===== src/rtl/fuzzy_pkg.sv =====
// fuzzy_pkg: shared states, pass codes and window packing helpers for the fuzzy window scheduler.
package fuzzy_pkg;
   localparam logic [2:0] S_IDLE    = 3'd0;
   localparam logic [2:0] S_CLR     = 3'd1;
   localparam logic [2:0] S_PRIME   = 3'd2;
   localparam logic [2:0] S_FETCH   = 3'd3;
   localparam logic [2:0] S_ISSUE   = 3'd4;
   localparam logic [2:0] S_ROW_END = 3'd5;
   localparam logic PASS_CALIB = 1'b0;
   localparam logic PASS_APPLY = 1'b1;
   localparam int PIX_W = 8;
   localparam int NZ = 9;
   // LSB of z(k) inside win_z, k = 1..9
   function automatic int z_lsb(int k);
      return PIX_W * (k - 1);
   endfunction
   function automatic int clamp_idx(int v, int hi);
      return v < 0 ? 0 : (v > hi ? hi : v);
   endfunction
endpackage


===== src/rtl/fuzzy_col_fetch.sv =====
// fuzzy_col_fetch: reads rows r-1, r, r+1 of one column in 3 cycles plus a drain cycle.
// With FUZZY_SCHED_BORDER_EN the row/column indices are clamped into the frame.
module fuzzy_col_fetch import fuzzy_pkg::*; #(
   parameter int IMG_W  = 21,
   parameter int IMG_H  = 11,
   parameter int ADDR_W = 8,
   parameter int RW     = $clog2(IMG_H),
   parameter int CW     = $clog2(IMG_W)
) (
   input  logic                 clk,
   input  logic                 rst,
   input  logic                 i_en,
   input  logic [RW-1:0]        i_row,
   input  logic signed [CW+1:0] i_col,
   input  logic [7:0]           i_rdata,
   output logic                 o_rd_en,
   output logic [ADDR_W-1:0]    o_addr,
   output logic [23:0]          o_col,
   output logic                 o_done
);
   logic [1:0] r_ph;
   logic [7:0] r_top, r_mid;
   int         w_r, w_c;
   always_comb begin
`ifdef FUZZY_SCHED_BORDER_EN
      w_r = clamp_idx(int'(i_row) + int'(r_ph) - 1, IMG_H - 1);
      w_c = clamp_idx(int'(i_col), IMG_W - 1);
`else
      w_r = int'(i_row) + int'(r_ph) - 1;
      w_c = int'(i_col);
`endif
   end
   assign o_rd_en = i_en && r_ph != 2'd3;
   assign o_addr  = o_rd_en ? ADDR_W'(w_r * IMG_W + w_c) : '0;
   assign o_done  = i_en && r_ph == 2'd3;
   // bottom pixel arrives on the drain cycle and is passed straight through
   assign o_col   = {i_rdata, r_mid, r_top};
   always_ff @(posedge clk) begin
      if (rst || !i_en) r_ph <= '0;
      else r_ph <= r_ph + 2'd1;
      if (rst) begin
         r_top <= '0;
         r_mid <= '0;
      end else begin
         if (i_en && r_ph == 2'd1) r_top <= i_rdata;
         if (i_en && r_ph == 2'd2) r_mid <= i_rdata;
      end
   end
endmodule


===== src/rtl/fuzzy_win_sched.sv =====
// fuzzy_win_sched: two-pass (CALIB then APPLY) raster sweep presenting 3x3 windows over valid/ready.
// Define FUZZY_SCHED_BORDER_EN to sweep every pixel with replicate padding.
module fuzzy_win_sched import fuzzy_pkg::*; #(
   parameter int IMG_W  = 21,
   parameter int IMG_H  = 11,
   parameter int ADDR_W = 8
) (
   input  logic                       clk,
   input  logic                       rst,
   input  logic                       start,
   output logic                       mem_rd_en,
   output logic [ADDR_W-1:0]          mem_addr,
   input  logic [7:0]                 mem_rdata,
   output logic [71:0]                win_z,
   output logic                       win_valid,
   input  logic                       win_ready,
   output logic [$clog2(IMG_H)-1:0]   win_row,
   output logic [$clog2(IMG_W)-1:0]   win_col,
   output logic                       win_pass,
   output logic                       stats_clr,
   output logic                       busy,
   output logic                       done
);
   localparam int RW = $clog2(IMG_H);
   localparam int CW = $clog2(IMG_W);
`ifdef FUZZY_SCHED_BORDER_EN
   localparam int FIRST_ROW = 0;
   localparam int LAST_ROW  = IMG_H - 1;
   localparam int FIRST_COL = 0;
   localparam int LAST_COL  = IMG_W - 1;
`else
   localparam int FIRST_ROW = 1;
   localparam int LAST_ROW  = IMG_H - 2;
   localparam int FIRST_COL = 1;
   localparam int LAST_COL  = IMG_W - 2;
`endif
   logic [2:0]          r_state;
   logic [RW-1:0]       r_row;
   logic [CW-1:0]       r_col;
   logic                r_pass, r_half;
   logic [23:0]         r_cl, r_cm, r_cr;
   logic                w_en, w_done, w_last_row, w_last_col;
   logic [23:0]         w_col;
   logic [23:0]         w_cols [3];
   logic signed [CW+1:0] w_fcol;
   assign w_en       = r_state == S_PRIME || r_state == S_FETCH;
   assign w_last_row = r_row == RW'(LAST_ROW);
   assign w_last_col = r_col == CW'(LAST_COL);
   // PRIME fetches c-1 then c; FETCH fetches c+1
   assign w_fcol = $signed({2'b00, r_col}) +
                   ((r_state == S_PRIME) ? (r_half ? (CW+2)'(0) : '1) : (CW+2)'(1));
   assign win_valid = r_state == S_ISSUE;
   assign stats_clr = r_state == S_CLR;
   assign busy      = r_state != S_IDLE;
   assign done      = r_state == S_ROW_END && w_last_row && r_pass == PASS_APPLY;
   assign win_row   = r_row;
   assign win_col   = r_col;
   assign win_pass  = r_pass;
   assign w_cols    = '{r_cl, r_cm, r_cr};
   always_comb begin
      win_z = '0;
      for (int k = 0; k < NZ; k++) win_z[z_lsb(k + 1) +: PIX_W] = w_cols[k % 3][PIX_W * (k / 3) +: PIX_W];
   end
   fuzzy_col_fetch #(.IMG_W(IMG_W), .IMG_H(IMG_H), .ADDR_W(ADDR_W), .RW(RW), .CW(CW)) u_fetch (
      .clk(clk), .rst(rst), .i_en(w_en), .i_row(r_row), .i_col(w_fcol), .i_rdata(mem_rdata),
      .o_rd_en(mem_rd_en), .o_addr(mem_addr), .o_col(w_col), .o_done(w_done)
   );
   always_ff @(posedge clk) begin
      if (rst) begin
         r_state <= S_IDLE;
         r_row   <= '0;
         r_col   <= '0;
         r_pass  <= PASS_CALIB;
         r_half  <= 1'b0;
         r_cl    <= '0;
         r_cm    <= '0;
         r_cr    <= '0;
      end else begin
         if (w_done) begin
            r_cl <= r_cm;
            r_cm <= r_cr;
            r_cr <= w_col;
         end
         case (r_state)
            S_IDLE: if (start) r_state <= S_CLR;
            S_CLR: begin
               r_row   <= RW'(FIRST_ROW);
               r_col   <= CW'(FIRST_COL);
               r_pass  <= PASS_CALIB;
               r_half  <= 1'b0;
               r_state <= S_PRIME;
            end
            S_PRIME: if (w_done) begin
               r_half <= !r_half;
               if (r_half) r_state <= S_FETCH;
            end
            S_FETCH: if (w_done) r_state <= S_ISSUE;
            S_ISSUE: if (win_ready) begin
               if (w_last_col) r_state <= S_ROW_END;
               else begin
                  r_col   <= r_col + CW'(1);
                  r_state <= S_FETCH;
               end
            end
            S_ROW_END: begin
               r_col <= CW'(FIRST_COL);
               if (!w_last_row) begin
                  r_row   <= r_row + RW'(1);
                  r_state <= S_PRIME;
               end else if (r_pass == PASS_CALIB) begin
                  r_row   <= RW'(FIRST_ROW);
                  r_pass  <= PASS_APPLY;
                  r_state <= S_PRIME;
               end else r_state <= S_IDLE;
            end
            default: r_state <= S_IDLE;
         endcase
      end
   end
endmodule


===== config.mk =====
export PLATFORM = sky130hd
export DESIGN_NAME = fuzzy_win_sched
export DESIGN_NICKNAME = d
export VERILOG_FILES = /design/src/rtl/fuzzy_pkg.sv /design/src/rtl/fuzzy_col_fetch.sv /design/src/rtl/fuzzy_win_sched.sv
export SDC_FILE = /design/constraint.sdc
export NUM_CORES = 1
export LEC_CHECK = 0
export CAP_MARGIN = 20
export CORE_ASPECT_RATIO = 0.7
export CORE_MARGIN = 2
export CORE_UTILIZATION = 51
export DETAILED_ROUTE_END_ITERATION = 7
export GPL_ROUTABILITY_DRIVEN = 0
export PLACE_DENSITY = 0.79
export SKIP_LAST_GASP = 1
export SLEW_MARGIN = 25
export SYNTH_ARGS = -nofsm -noshare
export SYNTH_HDL_FRONTEND = slang
export SYNTH_SLANG_ARGS = --single-unit
export TNS_END_PERCENT = 20

===== constraint.sdc =====
create_clock -name clk -period 7.53 [get_ports clk]
set_input_delay 2.259 -clock clk [delete_from_list [all_inputs] [get_ports clk]]
set_output_delay 2.259 -clock clk [all_outputs]
set_load 0.01 [all_outputs]

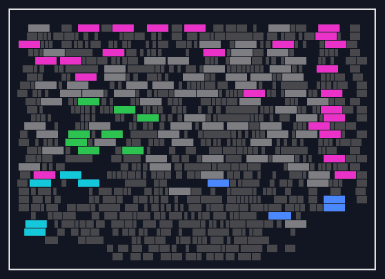
(images/flops_by_reg.png)
Drawn at 3 px/um. Other sequential cells in the stronger grey, the rest of the logic in the fainter grey.
| colour | netlist name | flops |
|---|---|---|
| blue | win_row | 4 |
| green | u_fetch.r_top | 8 |
| magenta | r_cl | 24 |
| cyan | win_col | 5 |
not coloured: 63

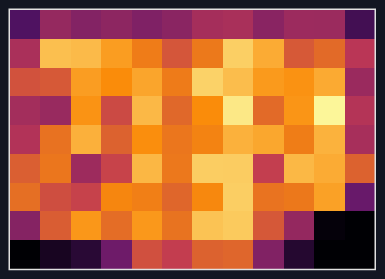
(images/cell_density.png)
Drawn at 3 px/um. The die is cut into 12 by 9 equal tiles; black is low, pale yellow is high, 0 to 100% covered.
emptiest ninth of the die: lower right
fullest tile: 98%
tiles over 75% full: 32%
nearly empty tiles: 4.6%

==> results_dict.tcl <==
# place-and-route summary
set metrics [dict create \
    overflow 0 \
    cts_tree "done" \
    crit_slowest_cell "fa_1" \
    worstPathCellList "ha_2 -> inv_1 -> fa_1 -> ha_2 -> nand2_1 -> xor2_1 -> o32ai_2 -> ha_1 -> ha_1 -> ha_1 -> inv_1 -> fa_1 -> inv_1 -> ha_1 -> inv_1 -> o21bai_1 -> a21oi_1 -> xor2_1 -> nor2_1 -> clkdlybuf4s50_1" \
    ys_ff 104 \
    status "finished, final reports clean" \
    dieWidth_um 121.5 \
    rows 29 \
    cts_resized 3 \
    top_layer "met4" \
    ctsLongestPathBuffers 2 \
    topCellsByArea "dfxtp_1 42%, nand2_1 13%, a21oi_1 11%" \
    timing.setup.tns_ns 0 \
    fin_skew_ns 0.005302 \
    crit_type "flip-flop to primary output" \
    power.leakage_nw 2.372 \
    slowest_delay_ns 0.54 \
    dp.cells 813 \
    drt-met1-wl_um 5767 \
    startpoint "u_fetch.r_ph[0]" \
    warnings 33 \
    antenna_found_initial 0 \
    path_clk_slew_ns 0.07 \
    hold_depth 2 \
]
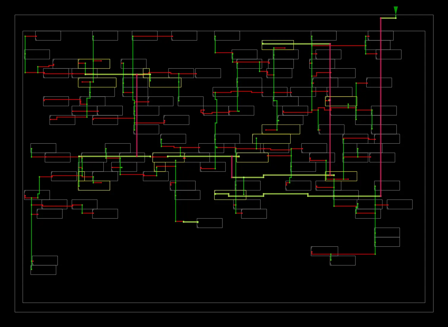
(images/clocks.png)
Clk. pwr: 0.520 mW
clk latency late pin: 0.34 ns
flop count: 104
clock buffer count: 9

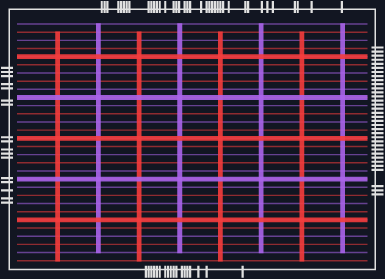
(images/power_grid.png)
Drawn at 3 px/um. Pins as bars on the die edge.
| colour | net |
|---|---|
| purple | VDD |
| red | VSS |
met5 straps: 5
rows: 29
met1 rails: 30
signal pins: 107

[cells in the final DEF (no fill, tap or decap), types with 4 or more instances in the layout]
master and count:
nand2_1 172, clkdlybuf4s50_1 104, a21oi_1 103, dfxtp_1 102, ha_1 33, inv_1 30
nand3_1 22, nor2_1 16, xnor2_1 11, nor3_1 9, clkbuf_16 9, fa_1 8
o21ai_0 7, xor2_1 6, nand2b_1 6, a21o_1 6, buf_4 6, nor2b_1 5
and2_1 4
[routing by layer]
layer | vias to the layer above | global-route usage
met3 | 19 | 0.05724
met2 | 149 | 0.3687
met1 | 2088 | 0.3336
li1 | 2188 | -
met4 | 0 | 0.08255
met5 | - | 0
[cell usage after synthesis (2+ instances only)]
cell type / instances
ha_1: 35
nand4_1: 3
and2_1: 5
dfxtp_1: 104
nand2b_1: 6
nand3_1: 22
nand3b_1: 2
buf_2: 9
o21ai_0: 9
xor2_1: 6
mux2i_1: 2
nand2_1: 173
nor2b_1: 5
o21bai_1: 3
xnor2_1: 12
nor3b_1: 2
a22oi_1: 2
clkbuf_1: 27
nor3_1: 10
a21o_1: 6
fa_1: 8
inv_1: 30
nor2_1: 16
a21oi_1: 105
[registers in the layout (all words and copies together) (netlist names), 2 cells and up]
name and count:
win_row 4, r_cr 24, r_cm 24, u_fetch.r_top 8, r_state 3, u_fetch.r_ph 2
win_col 5, u_fetch.r_mid 8, r_cl 24
[power by group]
group | internal, mW | switching (mW)
Combinational | 0.685 | 0.806
Clock | 0.322 | 0.198
Sequential | 0.561 | 0.0217
Total | 1.57 | 1.03
[critical path: cells and delay by family, from the launching register on]
kind	cells	cell delay [ns]
adders and majority gates	8	2.65
and+or+nand+nor	2	0.17
DFF	1	0.37
buffers and inverters	5	0.81
AOI/OAI and AO/OA	3	0.47
xor gates and xnor gates	2	0.32
No activity file was given, so power comes from the tool's default toggle rates.
